### Sequential cells grouped by signal name, run 1

Drawn at 2 px/µm.
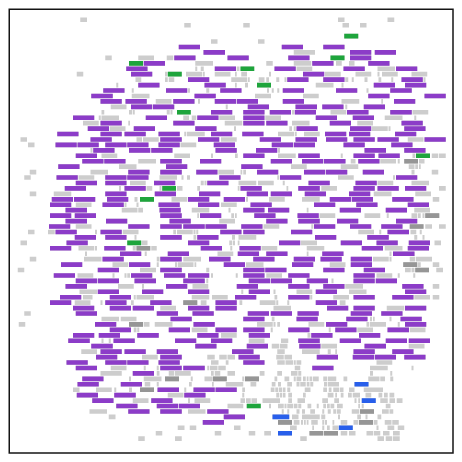
### The metal 1 layer, run 1

Drawn at 1 px/µm.
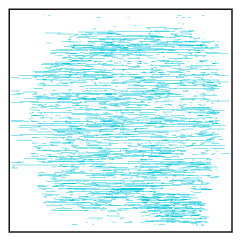
### Routing congestion map, run 1

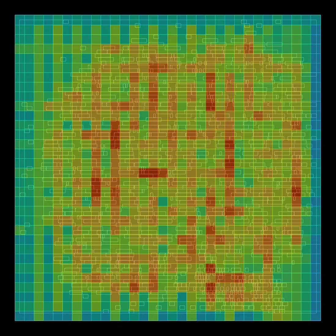
$ cat config.mk
export PLATFORM = sky130hd
export DESIGN_NAME = frame_return_stack
export DESIGN_NICKNAME = d
export VERILOG_FILES = /design/src/rtl/frame_stack_pkg.sv /design/src/rtl/frame_lifo_mem.sv /design/src/rtl/frame_return_stack.sv
export SDC_FILE = /design/constraint.sdc
export NUM_CORES = 1
export LEC_CHECK = 0
export CORE_MARGIN = 3
export CORE_UTILIZATION = 35
export DETAILED_ROUTE_END_ITERATION = 6
export GPL_ROUTABILITY_DRIVEN = 1
export MAX_ROUTING_LAYER = met4
export PLACE_DENSITY = 0.5
export SYNTH_ARGS = -nofsm -noshare
export SYNTH_HDL_FRONTEND = slang
export SYNTH_SLANG_ARGS = --single-unit
$ cat constraint.sdc
create_clock -name clk -period 5.3 [get_ports clk]
set_input_delay 1.06 -clock clk [delete_from_list [all_inputs] [get_ports clk]]
set_output_delay 1.06 -clock clk [all_outputs]
set_load 0.01 [all_outputs]
$ cat src/rtl/frame_stack_pkg.sv
// Shared types and default sizing for the call/return frame stack.
package frame_stack_pkg;

    localparam int DEF_ADDR_WIDTH = 12;
    localparam int DEF_PC_WIDTH   = 12;
    localparam int DEF_DEPTH      = 16;

    typedef enum logic [1:0] {
        EMPTY   = 2'd0,
        PARTIAL = 2'd1,
        FULL    = 2'd2
    } frame_state_t;

endpackage

$ cat src/rtl/frame_lifo_mem.sv
// Frame storage: one synchronous write port, one combinational read port.
module frame_lifo_mem #(
    parameter int WIDTH = 24,
    parameter int DEPTH = 16
) (
    input  logic                     clk,
    input  logic                     i_we,
    input  logic [$clog2(DEPTH)-1:0] i_waddr,
    input  logic [WIDTH-1:0]         i_wdata,
    input  logic [$clog2(DEPTH)-1:0] i_raddr,
    output logic [WIDTH-1:0]         o_rdata
);

    logic [WIDTH-1:0] r_mem [DEPTH];

    always_ff @(posedge clk) begin
        if (i_we) r_mem[i_waddr] <= i_wdata;
    end

    assign o_rdata = r_mem[i_raddr];

endmodule

$ cat src/rtl/frame_return_stack.sv
// Hardware call/return frame stack: saves {TOS, return PC} on call, restores on ret.
module frame_return_stack
    import frame_stack_pkg::*;
#(
    parameter int ADDR_WIDTH = DEF_ADDR_WIDTH,
    parameter int PC_WIDTH   = DEF_PC_WIDTH,
    parameter int DEPTH      = DEF_DEPTH
) (
    input  logic                     clk,
    input  logic                     reset,
    input  logic                     call_valid,
    output logic                     call_ready,
    input  logic [ADDR_WIDTH-1:0]    call_tos,
    input  logic [PC_WIDTH-1:0]      call_pc,
    input  logic                     ret_valid,
    output logic                     ret_ready,
    output logic [ADDR_WIDTH-1:0]    ret_tos,
    output logic [PC_WIDTH-1:0]      ret_pc,
    output logic                     ret_done,
    input  logic                     flush,
    input  logic                     err_clr,
    output logic [$clog2(DEPTH):0]   depth,
    output logic                     full,
    output logic                     empty,
    output logic                     overflow_err,
    output logic                     underflow_err
);

    localparam int IW = $clog2(DEPTH);
    localparam int DW = IW + 1;
    localparam int EW = ADDR_WIDTH + PC_WIDTH;

    frame_state_t          r_state, w_state_nxt;
    logic [DW-1:0]         r_depth, w_depth_nxt;
    logic [ADDR_WIDTH-1:0] r_ret_tos;
    logic [PC_WIDTH-1:0]   r_ret_pc;
    logic                  r_ret_done, r_ovf, r_unf;
    logic                  w_call_acc, w_ret_acc, w_ovf_set, w_unf_set;
    logic [IW-1:0]         w_top_idx, w_wr_idx;
    logic [EW-1:0]         w_rd_data;

    always_comb begin
        call_ready  = (r_state != FULL);
        ret_ready   = (r_state != EMPTY);
        w_call_acc  = call_valid && call_ready && !flush;
        w_ret_acc   = ret_valid && ret_ready && !flush;
        w_ovf_set   = call_valid && (r_state == FULL) && !w_ret_acc && !flush;
        w_unf_set   = ret_valid && (r_state == EMPTY) && !flush;
        w_depth_nxt = r_depth;
        if (flush)                         w_depth_nxt = '0;
        else if (w_call_acc && !w_ret_acc) w_depth_nxt = r_depth + DW'(1);
        else if (w_ret_acc && !w_call_acc) w_depth_nxt = r_depth - DW'(1);
        w_state_nxt = PARTIAL;
        if (w_depth_nxt == '0)                w_state_nxt = EMPTY;
        else if (w_depth_nxt == DW'(DEPTH))   w_state_nxt = FULL;
    end

    // Index wraps to DEPTH-1 when full; only consulted when a pop is legal.
    assign w_top_idx = r_depth[IW-1:0] - IW'(1);
    // A simultaneous call+ret replaces the popped top slot in place.
    assign w_wr_idx  = w_ret_acc ? w_top_idx : r_depth[IW-1:0];

    frame_lifo_mem #(
        .WIDTH (EW),
        .DEPTH (DEPTH)
    ) u_mem (
        .clk     (clk),
        .i_we    (w_call_acc && !reset),
        .i_waddr (w_wr_idx),
        .i_wdata ({call_tos, call_pc}),
        .i_raddr (w_top_idx),
        .o_rdata (w_rd_data)
    );

    always_ff @(posedge clk) begin
        if (reset) begin
            r_state <= EMPTY;
            r_depth <= '0;
        end else begin
            r_state <= w_state_nxt;
            r_depth <= w_depth_nxt;
        end
    end

    always_ff @(posedge clk) begin
        if (reset) begin
            r_ret_tos  <= '0;
            r_ret_pc   <= '0;
            r_ret_done <= 1'b0;
            r_ovf      <= 1'b0;
            r_unf      <= 1'b0;
        end else begin
            r_ret_done <= w_ret_acc;
            if (w_ret_acc) {r_ret_tos, r_ret_pc} <= w_rd_data;
            // Flush freezes the flags, so err_clr is ignored that cycle too.
            if (w_ovf_set)              r_ovf <= 1'b1;
            else if (err_clr && !flush) r_ovf <= 1'b0;
            if (w_unf_set)              r_unf <= 1'b1;
            else if (err_clr && !flush) r_unf <= 1'b0;
        end
    end

    assign ret_tos       = r_ret_tos;
    assign ret_pc        = r_ret_pc;
    assign ret_done      = r_ret_done;
    assign depth         = r_depth;
    assign full          = (r_state == FULL);
    assign empty         = (r_state == EMPTY);
    assign overflow_err  = r_ovf;
    assign underflow_err = r_unf;

endmodule

==> metrics.cfg, run 1 <==
[routing]
route.vias.total=8120
route.met2.wl_um=17600
met1_length_um=18000
routedWlPerCell_um=24.3
dr_wl_met3_um=1710
drc=0

[clocking]
ctsHoldBuffers=0
postCtsSetupRepairBufs=0
post_cts_resized=0
clockBufferDepth=3
clock_latency_ns=0.56
tritoncts=built

[layout]
final-clk-cell-share=0.0711
signal_buffers=77
largest_reg_flops=384
layoutNonFillerInstCount=1561
comb_cells=377
comb_area_um2=3820
sh_comb_area=0.202
final_common_cell=edfxtp_1
regMostFlops=u_mem.r_mem
largest_cell_class=registers
n_antenna_cell=1
bufAreaShareNonClock=0.0392

[yosys]
synth_area_um2=16200
ys.flop_type=edfxtp_1
top_cells_by_area=edfxtp_1 71%, mux4_2 13%, dfxtp_1 4.2%
adder_share=0.00154
xor_share=0.00487
synth_cell_types=48
synth-edff-count=384
synthArstFlopShare=0
yosys.area_share.simple=0.0429

[final_timing]
rsz0062_at_grt=no
finalSetupViolCount=0
min_period_ns=3.62
finalCritPeriodShare=0.683
final_hold_viol_count=0

[worst_hold_path]
worstHoldStart=ret_tos[10]
whs_endpoint=ret_tos[10]
min_path_cells=1

[floorplanning]
die_h_um=221
die_area_um2=48900

[critical_path]
worstPathCellList=inv_1, ha_4, buf_4, mux4_2, nand2_1, a21oi_1, a211o_1
reg2reg_to=ret_pc[3]
cp_max_fo=60
r2r_slack_ns=1.68
worst-path-buf-inv=2
r2r-start=depth[1]
critPathRequiredTime_ns=5.79
worstSetupPathDepth=7
slowest_delay_ns=0.86
startpoint=depth[1]
rr_worst_depth=7

[power_and_ir_drop]
p_leak_nw=5.98
pwr-share-seq=0.523
intPower_mw=5.46
p_sw_mw=1.49
swShare=0.214

[status]
outcome=complete, no violations

[placement]
pre_cts_ws_ns=1.21
port_buffers=65
dpl_cell_area_um2=17600
placed_cells=1479

[job]
tool_warnings=27

[global_routing]
overflow=0

-- 'Sequential cells grouped by signal name' (at the start) --
[green] ret_tos | sequential cells: 12
[blue] depth | sequential cells: 5 | where: bottom right
[purple] u_mem.r_mem | sequential cells: 384
not colored: 17

-- 'The metal 1 layer' (at the start) --
wire length on this layer: 18,000 µm
share of all routed wire: 47%
nets with wire on the layer: 905
main direction: horizontal

-- 'Routing congestion map' (at the start) --
met1 usage: 0.233
GR Util met2: 0.242
Util after Layout: 0.415
Overall Global Routing Usage: 0.161
met3 GRT Util: 0.0235

### Close-up of the layout, run 1

Window x 153 to 178, y 153 to 178 µm. Cells in gray, sequential cells in the stronger gray; small squares are vias.
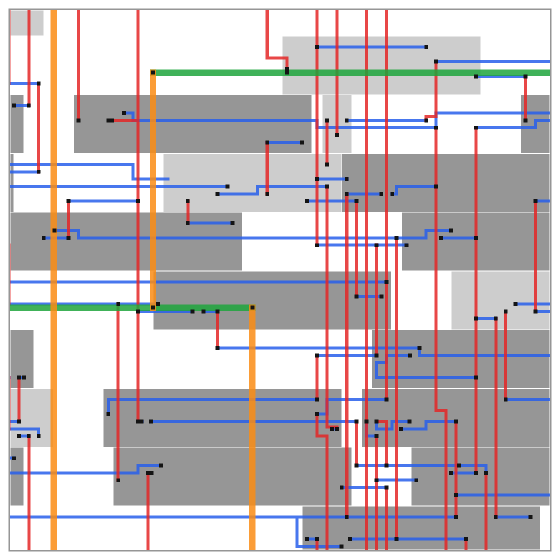

--- run 2 (diff from run 1) ---
--- a/config.mk
+++ b/config.mk
@@ -10,7 +10,7 @@
 export DETAILED_ROUTE_END_ITERATION = 6
 export GPL_ROUTABILITY_DRIVEN = 1
 export MAX_ROUTING_LAYER = met4
-export PLACE_DENSITY = 0.5
+export PLACE_DENSITY = 0.52
 export SYNTH_ARGS = -nofsm -noshare
 export SYNTH_HDL_FRONTEND = slang
 export SYNTH_SLANG_ARGS = --single-unit
==> constraint.sdc (replaced) <==
create_clock -name clk -period 3 [get_ports clk]
set_input_delay 0.6 -clock clk [delete_from_list [all_inputs] [get_ports clk]]
set_output_delay 0.6 -clock clk [all_outputs]
set_load 0.01 [all_outputs]
### Close-up of the layout, run 2

Window x 153 to 178, y 153 to 178 µm. Cells in gray, sequential cells in the stronger gray; small squares are vias.
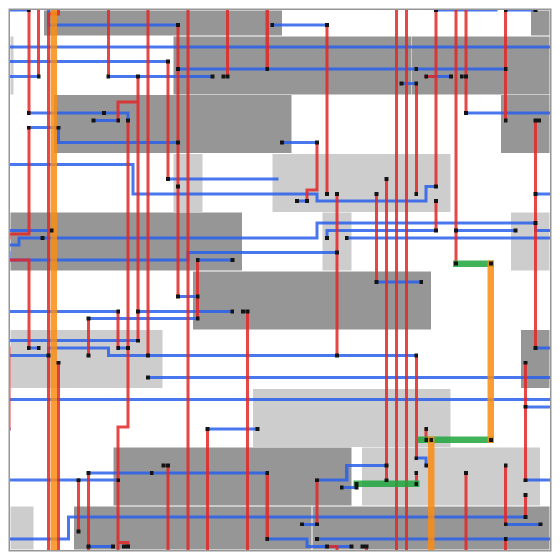
[red] M2
[blue] M1
[orange] M4
[green] M3
sequential cells in the window: 8
netlist names of flops here include: u_mem.r_mem (8)
cells with their middle in the window: 14
most frequent: edfxtp_1 (8), mux4_2 (3)

### Sequential cells grouped by signal name, run 2

Drawn at 2 px/µm.
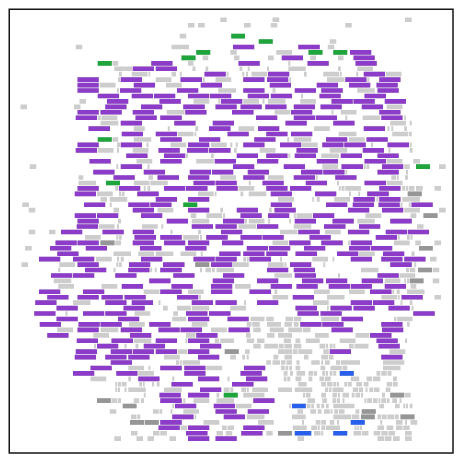
[blue] depth | sequential cells: 5 | where: bottom right
[purple] u_mem.r_mem | sequential cells: 384
[green] ret_tos | sequential cells: 12
not colored: 17

==> run 2 against run 1 <==
Via count up 2.5%; design area up 3.7%; synthesized cell count unchanged; sequential share of layout area down 2.3 points; worst hold slack better by 0.0021 ns; register-to-register slack worse by 1.4 ns; critical endpoint is now ret_pc[6].
==> metrics.cfg, run 2 <==
[status]
outcome=complete, no violations

[layout]
regMostFlops=u_mem.r_mem
comb_cells=377
seq_area_um2=12200
drive_gt1_frac=0.249
n_antenna_cell=0
finish.instance_area_um2=19600
comb_area_um2=3850
layoutNonFillerInstCount=1610
lay_top_cells=384 x edfxtp_1, 102 x nand2_1, 96 x mux4_2, 65 x clkdlybuf4s50_1, 52 x a21oi_1
largest_reg_flops=384
bufAreaShareNonClock=0.0680
final.fill_count=3966
final-clk-cell-share=0.0728
sh_comb_area=0.196
sh_seq_area=0.623
syn_to_final_growth_pct=21.0
signal_buffers=126
nClkBuffers=60
largest_cell_class=registers
inv_count=7
final_common_cell=edfxtp_1

[routing]
route.vias.total=8323
dr_wl_met3_um=1940
ant_nets=0
highest_layer=met4
vias_per_cell=5.17
met1_length_um=18300
first_pass_iters=5
route.met2.wl_um=19700
drc=0
routedWlPerCell_um=25.4

[floorplanning]
die_w_um=221
taps=600
fp_util=0.355
core_um2=45600
die_h_um=221
die_area_um2=48900

[final_timing]
worst_pin_slew_ns=1.32
final_hold_viol_count=0
skew_ns=0.0212
slew_viol_final=0
finalCritPeriodShare=0.904
rsz0062_at_grt=no
totalNegativeSetupSlack_ns=0
finalSetupViolCount=0
min_period_ns=2.71

[placement]
dpl_cell_area_um2=18200
gp_congestion=0.754
pre_cts_ws_ns=-0.228
placed_cells=1528
port_buffers=65

[power_and_ir_drop]
p_seq_mw=6.41
swShare=0.215
p_sw_mw=2.70
peakVddDrop_v=0.000337
p_leak_nw=6.35
finalPower_mw=12.5
clkPwrFrac=0.427
power_frac_comb=0.062
pg_comb_uw=782
power_density_nw_per_um2=640
intPower_mw=9.84
pwr-share-seq=0.511

[yosys]
yosys.area_share.simple=0.0429
synth-compound-area-share=0.0402
synth-edff-count=384
syn-instance-count=854
ys_seq_share=0.754
xor_share=0.00487
netlist.area_leader.share=0.712
syn_avg_cell_area_um2=19.0
synth_area_um2=16200
yosysMostFrequentCell=edfxtp_1
yosys_register_bits=418
synthArstFlopShare=0
ys.flop_type=edfxtp_1
top_cells_by_area=edfxtp_1 71%, mux4_2 13%, dfxtp_1 4.2%
floorplan.nets=886
logic_family=multiplexers
synth_cell_types=48
ys_warn_count=0
adder_share=0.00154
netlist_top_cells_count=384 x edfxtp_1, 102 x nand2_1, 96 x mux4_2, 52 x a21oi_1, 34 x dfxtp_1
yosysTopAreaCell=edfxtp_1

[clocking]
post_cts_resized=0
clock_latency_ns=0.58
postCtsSetupRepairBufs=0
clockBufferDepth=3
ctsHoldBuffers=0
cts_sinks=418
tritoncts=built
htree_levels=2
path_clk_slew_ns=0.06
ctsRootBufferMaster=clkbuf_16
cts_buffers=45

[global_routing]
grt_pass1_wl_um=60200
grt_max_degree=60
first_global_vias=8717
antenna_found_initial=1
met2_usage=0.268
overflow=0

[critical_path]
startpoint=depth[1]
slowest_delay_ns=0.99
rr_worst_depth=7
worstPathCellList=inv_1, ha_4, xnor2_2, buf_4, nand2_1, a21oi_1, a211o_1
worstSetupPathDepth=7
cp_max_fo=15
r2r-start=depth[1]
crit_type=flop to flop
worst-path-buf-inv=2
arrival_ns=3.23
critPathLaunchType=flop
r2r_slack_ns=0.29
critPathRequiredTime_ns=3.52
worst_path_max_delay_cell=xnor2_2
reg2reg_to=ret_pc[6]

[worst_hold_path]
hold_class=flop to flop
min_path_cells=1
whs_endpoint=ret_pc[9]
worstHoldStart=ret_pc[9]

[job]
tool_warnings=27

### Routing congestion map, run 2

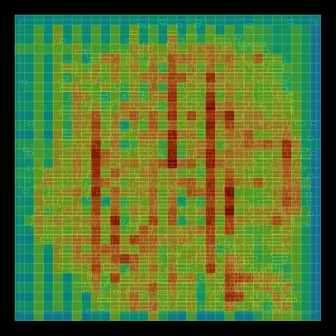
met1 usage: 0.237
met3 GRT Util: 0.0244
Util after Layout: 0.430
Overall Global Routing Usage: 0.172
gr busiest metal: met2

### The metal 1 layer, run 2

Drawn at 1 px/µm.
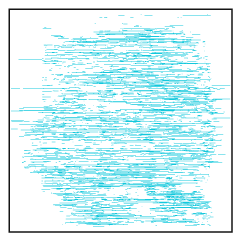

--- run 3 (diff from run 2) ---
--- a/config.mk
+++ b/config.mk
@@ -5,7 +5,7 @@
 export SDC_FILE = /design/constraint.sdc
 export NUM_CORES = 1
 export LEC_CHECK = 0
-export CORE_MARGIN = 3
+export CORE_MARGIN = 10
 export CORE_UTILIZATION = 35
 export DETAILED_ROUTE_END_ITERATION = 6
 export GPL_ROUTABILITY_DRIVEN = 1
### The metal 1 layer, run 3

Drawn at 1 px/µm.
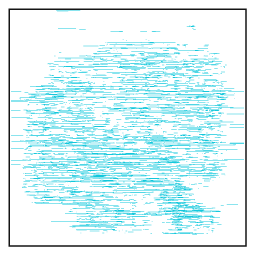
share of all routed wire: 43%
wire length on this layer: 17,300 µm
main direction: horizontal
longest straight run: 79.1 µm

### Sequential cells grouped by signal name, run 3

Drawn at 2 px/µm.
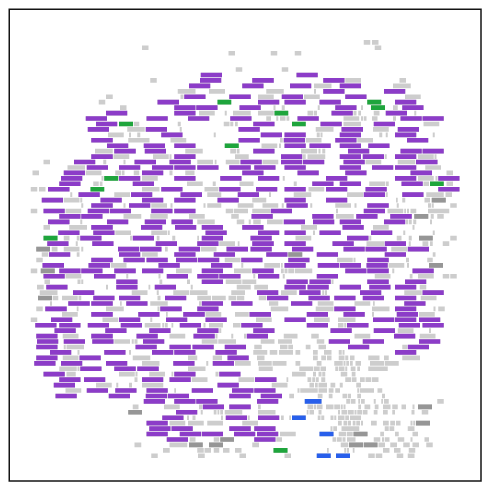
[green] ret_tos | sequential cells: 12
[purple] u_mem.r_mem | sequential cells: 384
[blue] depth | sequential cells: 5
not colored: 17

==> run 3 against run 2 <==
Global-route usage is 2.5 points lower; via count down 0.65%; non-clock buffer count rose by 2; wire length fell by 1.7%; combinational power decreased by 3.3%; largest cell class unchanged; register-to-register slack gained 0.06 ns; total power barely moved.
==> metrics.cfg, run 3 <==
[yosys]
synth-edff-count=384
netlist.area_leader.share=0.712
netlist_top_cells_count=384 x edfxtp_1, 102 x nand2_1, 96 x mux4_2, 52 x a21oi_1, 34 x dfxtp_1
synth_area_um2=16200
syn-instance-count=854
ys_seq_share=0.754
logic_family=multiplexers
yosys.area_share.simple=0.0429
yosys_register_bits=418
syn_avg_cell_area_um2=19.0
yosysMostFrequentCell=edfxtp_1
synth_cell_types=48
adder_share=0.00154
yosysTopAreaCell=edfxtp_1
ys_warn_count=0

[critical_path]
worst-path-buf-inv=3
rr_worst_depth=8
worstPathCellList=inv_2, ha_4, and3_1, buf_4, o2bb2ai_1, a21oi_1, nor2_4, buf_12
reg2reg_to=u_mem.r_mem[8][17]
r2r_slack_ns=0.35
slowest_delay_ns=0.82
critPathLaunchType=flop
r2r-start=depth[0]
arrival_ns=2.97
worstSetupPathDepth=8
cp_max_fo=12
worst_path_max_delay_cell=a21oi_1
critPathRequiredTime_ns=3.32

[power_and_ir_drop]
swShare=0.215
power_density_nw_per_um2=635
p_sw_mw=2.70
p_seq_mw=6.41
pwr-share-seq=0.510
clkPwrFrac=0.429
power_frac_comb=0.060
pg_comb_uw=756
intPower_mw=9.85
finalPower_mw=12.5

[final_timing]
totalNegativeSetupSlack_ns=0
worst_pin_slew_ns=1.07
final_hold_viol_count=0
slew_viol_final=0
finalCritPeriodShare=0.885
skew_ns=0.0162
min_period_ns=2.65

[worst_hold_path]
min_path_cells=1
worstHoldStart=ret_pc[6]
hold_class=flop to flop
whs_endpoint=ret_pc[6]

[layout]
final.fill_count=3975
final_common_cell=edfxtp_1
finish.instance_area_um2=19800
layoutNonFillerInstCount=1613
comb_cells=377
largest_cell_class=registers
comb_area_um2=3850
nClkBuffers=61
syn_to_final_growth_pct=22.0
n_antenna_cell=0
final-clk-cell-share=0.0725
regMostFlops=u_mem.r_mem
signal_buffers=128
sh_comb_area=0.195

[global_routing]
grt_busiest_layer=met2
first_global_vias=8603
grt_util_met1=0.184
overflow=0
antenna_found_initial=0
grt_pass1_wl_um=59400
met2_usage=0.245

[routing]
route.vias.total=8269
vias_per_cell=5.13
routedWlPerCell_um=24.9
first_pass_iters=5
met1_length_um=17300
route.met2.wl_um=20600
drc=0

[floorplanning]
taps=600
die_h_um=235
core_um2=45600
fp_util=0.355
die_w_um=235

[placement]
gp_congestion=0.783
dpl_cell_area_um2=18300
placed_cells=1530
pre_cts_ws_ns=-0.173
port_buffers=65

[clocking]
ctsRootBufferMaster=clkbuf_16
postCtsSetupRepairBufs=0
clock_latency_ns=0.56
htree_levels=2
post_cts_resized=0
clockBufferDepth=3

[job]
tool_warnings=27

[status]
outcome=complete, no violations

### Close-up of the layout, run 3

Window x 164 to 189, y 164 to 189 µm. Cells in gray, sequential cells in the stronger gray; small squares are vias.
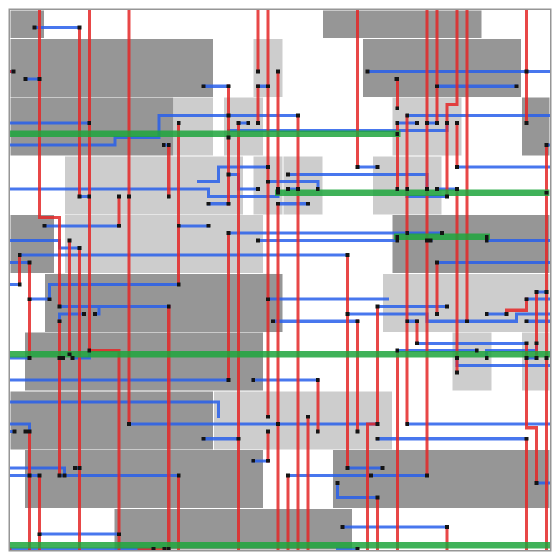
[green] M3
[blue] M1
[red] M2
most frequent: edfxtp_1 (9)
netlist names of flops here include: u_mem.r_mem (9), ret_tos (1)
cells with their middle in the window: 23
sequential cells in the window: 10

Power and IR drop assume default switching activity.
